run_1/registers.png
Drawn at 10 px/µm. Other sequential cells in the stronger gray, the rest of the logic in the fainter gray.
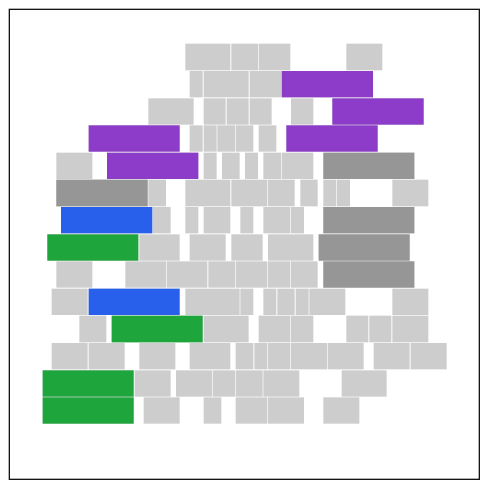
run_1/met1.png
Drawn at 6 px/µm.
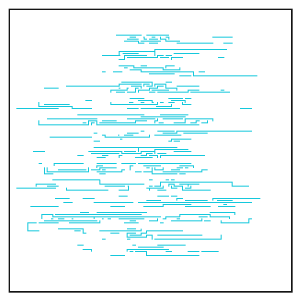
run_1/final_congestion.png
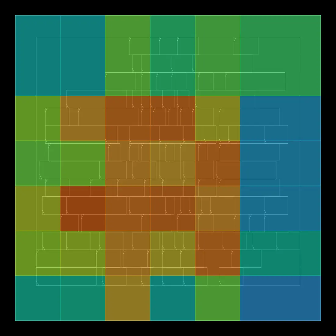
Design rr_grant_arbiter, sky130hd; sources not shown.
==> flow_metrics.env, run 1 <==
# yosys + openroad results
export IMPL_ys_sh_mux=0.0845
export IMPL_ant_nets=0
export IMPL_cts_sinks=16
export IMPL_drc=0
export IMPL_row_count=14
export IMPL_p_leak_nw=0.495
export IMPL_comb_cells=61
export IMPL_hp_class="reg -> reg"
export IMPL_core_area_um2=1540
export IMPL_max_freq_mhz=410
export IMPL_area_delta_synth_final_pct=18.7
export IMPL_cts_buffers=3
export IMPL_overflow=0
export IMPL_ys_cells=85
export IMPL_grt_max_degree=17
export IMPL_num_io_pins=15
export IMPL_sh_comb_area=0.441
export IMPL_cp_max_fo=5
export IMPL_wl_per_cell_um=15.7
export IMPL_postCtsHoldBufs=0
export IMPL_layout_nonclk_buf_frac=0.129
export IMPL_ys_sh_aoi=0.200
export IMPL_power_total_uw=603
export IMPL_cap_violations=0
export IMPL_grt_pass1_wl_um=3020
export IMPL_warnings=27
export IMPL_ys_types=32
export IMPL_yosysSeqAreaShare=0.436
export IMPL_status="finished clean"
export IMPL_gp_routability_congestion=0.786
export IMPL_slew_viol_final=0
export IMPL_inverters=7
export IMPL_largest_reg_flops=5
export IMPL_fa_ha_area_frac=0.0681
export IMPL_cts_path_max_buffers=2
export IMPL_cts_resized=0
export IMPL_vias_per_cell=6.28
export IMPL_max_vdd_ir_drop_v=0.000422
export IMPL_worst_r2r_cell_count=6
export IMPL_h_tree_depth=1
export IMPL_post_cts_setup_buffers=0
export IMPL_synth_top_cells_by_count="dfrtp_1, inv_1, a22o_1, a32o_1, ha_1"
export IMPL_dp_final_hpwl_um=1410
export IMPL_buffers=14
export IMPL_die_width_um=46.9
export IMPL_clk_latency_ps=280
export IMPL_setup_ws_ps=2310
export IMPL_finalSetupTns_ps=0
export IMPL_clock_root_buffer="clkbuf_4"
export IMPL_synth_top_cell_by_area="dfrtp_1"
export IMPL_tap_cell_count=16
export IMPL_synth_top_flop_cell="dfrtp_1"
export IMPL_synthArstFlopShare=1.00
export IMPL_wl_met3_um=88
export IMPL_finalHoldViolations=0
export IMPL_top_layer="met4"
export IMPL_placedCellCount=114
export IMPL_dpl_cell_area_um2=1070
export IMPL_slew_headroom=0.564
export IMPL_arrival_ps=2620
export IMPL_area_dominant_class="logic gates"
export IMPL_clk_pin_slew_ps=80
export IMPL_ys_warn_count=0
export IMPL_path_class="in -> reg"
export IMPL_nClkBuffers=3
export IMPL_place_ws_ps=2050
export IMPL_synthSimpleGateAreaFrac=0.170
export IMPL_die_y_um=46.9
export IMPL_met2WireLength_um=849
export IMPL_p_per_area_nw_per_um2=554
export IMPL_worst_pin_slew_ps=652
export IMPL_netlist_instances=85
export IMPL_firstDrtPassIters=5
export IMPL_fin_area_um2=1090
export IMPL_fin_worst_skew_ps=7.60
export IMPL_grtUsageMet3=0.0460
export IMPL_setup_viol=0
export IMPL_grt_antenna_before_repair=0
export IMPL_holdPathStages=1
export IMPL_grtUsageTotal=0.207
export IMPL_final_cells=117
export IMPL_synthesis_nets=97
export IMPL_ys_sh_xor=0
export IMPL_ys_ff=16
export IMPL_hold_ws_ps=499
export IMPL_synth_top_cell_area_share=0.436
export IMPL_drive_gt1_frac=0.139
export IMPL_rsz0062_at_grt="no"
export IMPL_avgSynthCellArea_um2=10.8
export IMPL_fillers=121
export IMPL_ys_area_um2=918
export IMPL_top_cell="dfrtp_1"
export IMPL_nNetsFinal=115
export IMPL_portBuffers=14
export IMPL_start_kind="input port"
export IMPL_clock_area_frac=0.0207
export IMPL_logic_family="AND-OR/OR-AND gates"
export IMPL_final_comb_area_um2=480
export IMPL_diodes=0
export IMPL_wl_met1_um=888
export IMPL_fp_util=0.596
export IMPL_grt_pass1_vias=673
export IMPL_die_area_um2=2200
export IMPL_drt_iter0_drc=35
export IMPL_finalCritPeriodShare=0.514
export IMPL_cp_data_required_time_ps=4930
export IMPL_cts_tree="done"
export IMPL_cp_end_kind="register"
export IMPL_rrSetupSlack_ps=2640
export IMPL_flop_count=16
Notes on registers.png above:
Key: blue = ptr_q [sequential cells 2]; green = oGnt [sequential cells 4, where south-west]; purple = hold_cnt_q [sequential cells 5]
Another 5 sequential cells are not colored.
Seq area share: 0.367
Final Util: 0.707
Register Area: 400 µm²
Seq power: 209 µW

Notes on met1.png above:
The layer carries 888 µm of wire. The longest straight run is 18.9 µm. The wires run mostly horizontal. The layer holds 48% of the routed length. 103 nets have wire on it.
DR vias: 735
final WL: 1840 µm

Notes on final_congestion.png above:
met2 Use GR: 0.295
M1 GR Usage: 0.279
GR peak layer: met2

[run 1: critical path, cell delays in order]
cell and delay [ps]:
clkdlybuf4s50_1 470, or2_2 320, nor3_1 410, ha_1 350, nor3_1 120, a22o_1 240
[run 1: placed cells by master, fill, tap and decap left out, drive strengths merged, types with 2 or more instances in the layout]
cell type	count
a22o	5
nand3	2
clkbuf	3
nor3	2
o21ai	3
mux2	3
nand2	3
clkdlybuf4s50	14
and3	2
a21oi	4
inv	7
ha	5
nor2	5
a31oi	2
a32o	5
nand4	2
or2	2
or4	2
nor2b	2
mux2i	4
dfrtp	16
[run 1: power breakdown]
| part | total, mW | internal [mW] | switching [mW] |
|---|---|---|---|
| clock | 0.0675 | 0.0294 | 0.0381 |
| combinational | 0.327 | 0.164 | 0.163 |
| sequential | 0.209 | 0.176 | 0.0335 |
run_1/gate_families.png
Drawn at 6 px/µm.
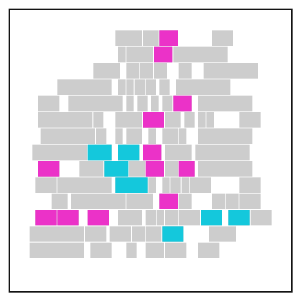

==> inputs of run 2 (changes only) <==
- CORE_UTILIZATION: 55 -> 54
- PLACE_DENSITY: 0.94 -> 0.93
- clock period: 4.75 -> 2.5 ns (I/O delays scaled with it)
run_2/gate_families.png
Drawn at 6 px/µm.
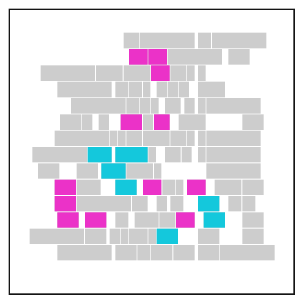
Key: magenta = AND-OR and OR-AND gates [cells 12]; cyan = multiplexers [cells 7]
final non-filler cell total: 119
combinational fraction of the cell area: 0.436

==> run 2 against run 1 <==
Worst setup slack worse by 1800 ps. Largest power group unchanged. Highest routed layer unchanged. Synthesized area did not move. Synthesized cell count stayed put.
==> flow_metrics.env, run 2 <==
# yosys + openroad results
export IMPL_die_width_um=47.2
export IMPL_status="finished clean"
export IMPL_synth_top_cell_area_share=0.436
export IMPL_grt_pass1_wl_um=3040
export IMPL_drt_iter0_drc=24
export IMPL_grt_pass1_vias=695
export IMPL_worst_r2r_cell_count=6
export IMPL_h_tree_depth=1
export IMPL_cts_buffers=3
export IMPL_avgSynthCellArea_um2=10.8
export IMPL_synthesis_nets=97
export IMPL_setup_ws_ps=468
export IMPL_start_kind="register"
export IMPL_cts_tree="done"
export IMPL_worst_pin_slew_ps=720
export IMPL_switching_power_uw=463
export IMPL_met2WireLength_um=887
export IMPL_synthArstFlopShare=1.00
export IMPL_grt_antenna_before_repair=0
export IMPL_wl_per_cell_um=15.9
export IMPL_setup_viol=0
export IMPL_clk_pin_slew_ps=100
export IMPL_ys_ff=16
export IMPL_finalHoldViolations=0
export IMPL_drive_gt1_frac=0.146
export IMPL_holdPathStages=1
export IMPL_die_area_um2=2230
export IMPL_ys_area_um2=918
export IMPL_p_clk_frac=0.122
export IMPL_area_delta_synth_final_pct=19.9
export IMPL_p_per_area_nw_per_um2=1060
export IMPL_synth_top_flop_cell="dfrtp_1"
export IMPL_busiest_layer="met2"
export IMPL_p_leak_nw=0.502
export IMPL_largest_reg_flops=5
export IMPL_lay_top_count="dfrtp_1"
export IMPL_yosysSeqAreaShare=0.436
export IMPL_num_vias=748
export IMPL_overflow=0
export IMPL_grt_use_met2=0.302
export IMPL_sw_frac_of_total=0.397
export IMPL_wl_met1_um=891
export IMPL_ant_nets=0
export IMPL_cap_violations=0
export IMPL_fp_util=0.589
export IMPL_dpl_cell_area_um2=1070
export IMPL_cp_cell_sequence="ha_1, and3_1, ha_1, or4_1, or4_1, o21ai_0"
export IMPL_cts_sinks=16
export IMPL_utilization=0.706
export IMPL_grt_max_degree=17
export IMPL_grtUsageTotal=0.201
export IMPL_hold_ws_ps=505
export IMPL_fin_area_um2=1100
export IMPL_path_class="reg -> reg"
export IMPL_diodes=0
export IMPL_max_stage_delay_ps=430
export IMPL_place_ws_ps=261
export IMPL_nNetsFinal=116
export IMPL_slowest_stage="or4_1"
export IMPL_p_seq_uw=396
export IMPL_synth_top_cells_by_count="dfrtp_1, inv_1, a22o_1, a32o_1, ha_1"
export IMPL_placedCellCount=115
export IMPL_slew_headroom=0.519
export IMPL_rsz0062_at_grt="no"
export IMPL_cts_path_max_buffers=2
export IMPL_portBuffers=14
export IMPL_num_io_pins=15
export IMPL_slew_viol_final=0
export IMPL_p_clk_uw=142
export IMPL_max_vdd_ir_drop_v=0.000708
export IMPL_drt_total_wl_um=1900
export IMPL_cp_data_required_time_ps=2710
export IMPL_p_comb_frac=0.539
export IMPL_power_total_mw=1.17
export IMPL_rrSetupSlack_ps=470
export IMPL_drc=0
export IMPL_warnings=27
export IMPL_cp_max_fo=5
export IMPL_gp_routability_congestion=0.766
export IMPL_ys_cells=85
export IMPL_dp_final_hpwl_um=1460
export IMPL_synth_top_cell_by_area="dfrtp_1"
export IMPL_clock_root_buffer="clkbuf_4"
export IMPL_arrival_ps=2240
export IMPL_postCtsHoldBufs=0
export IMPL_finalCritPeriodShare=0.813
export IMPL_core_area_um2=1560
export IMPL_grtUsageMet3=0.0345
export IMPL_cts_resized=0
export IMPL_hp_class="reg -> reg"
export IMPL_p_int_uw=704
export IMPL_finalSetupTns_ps=0
export IMPL_netlist_instances=85
export IMPL_wl_met3_um=106
export IMPL_top_cell="dfrtp_1"
-- run 2: worst max-delay path: cells and delay by family (launching register included) --
kind	cells	cell delay (ps)
AOI/OAI and AO/OA	1	80
DFF	1	420
adders and majority gates	2	440
and+or+nand+nor	3	1010
-- run 2: logic make-up after synthesis --
logic type	count (synthesis)	share of synthesized area
DFF	16	0.436
and+or+nand+nor	26	0.170
AOI/OAI and AO/OA	23	0.200
adders and majority gates	5	0.0681
buffers and inverters	8	0.0409
muxes	7	0.0845
-- run 2: area by class of cell --
cell class / instances / area [µm²]
clock inverters: 1 / 3.75
repair buffers: 15 / 148
fillers: 109 / 458
well taps: 16 / 20.0
flip-flops and latches: 16 / 400
multi-input cells: 61 / 480
inverters: 7 / 26.3
clock buffers: 3 / 22.5
Power figures rest on the tool's default switching activity, not on a simulated workload.
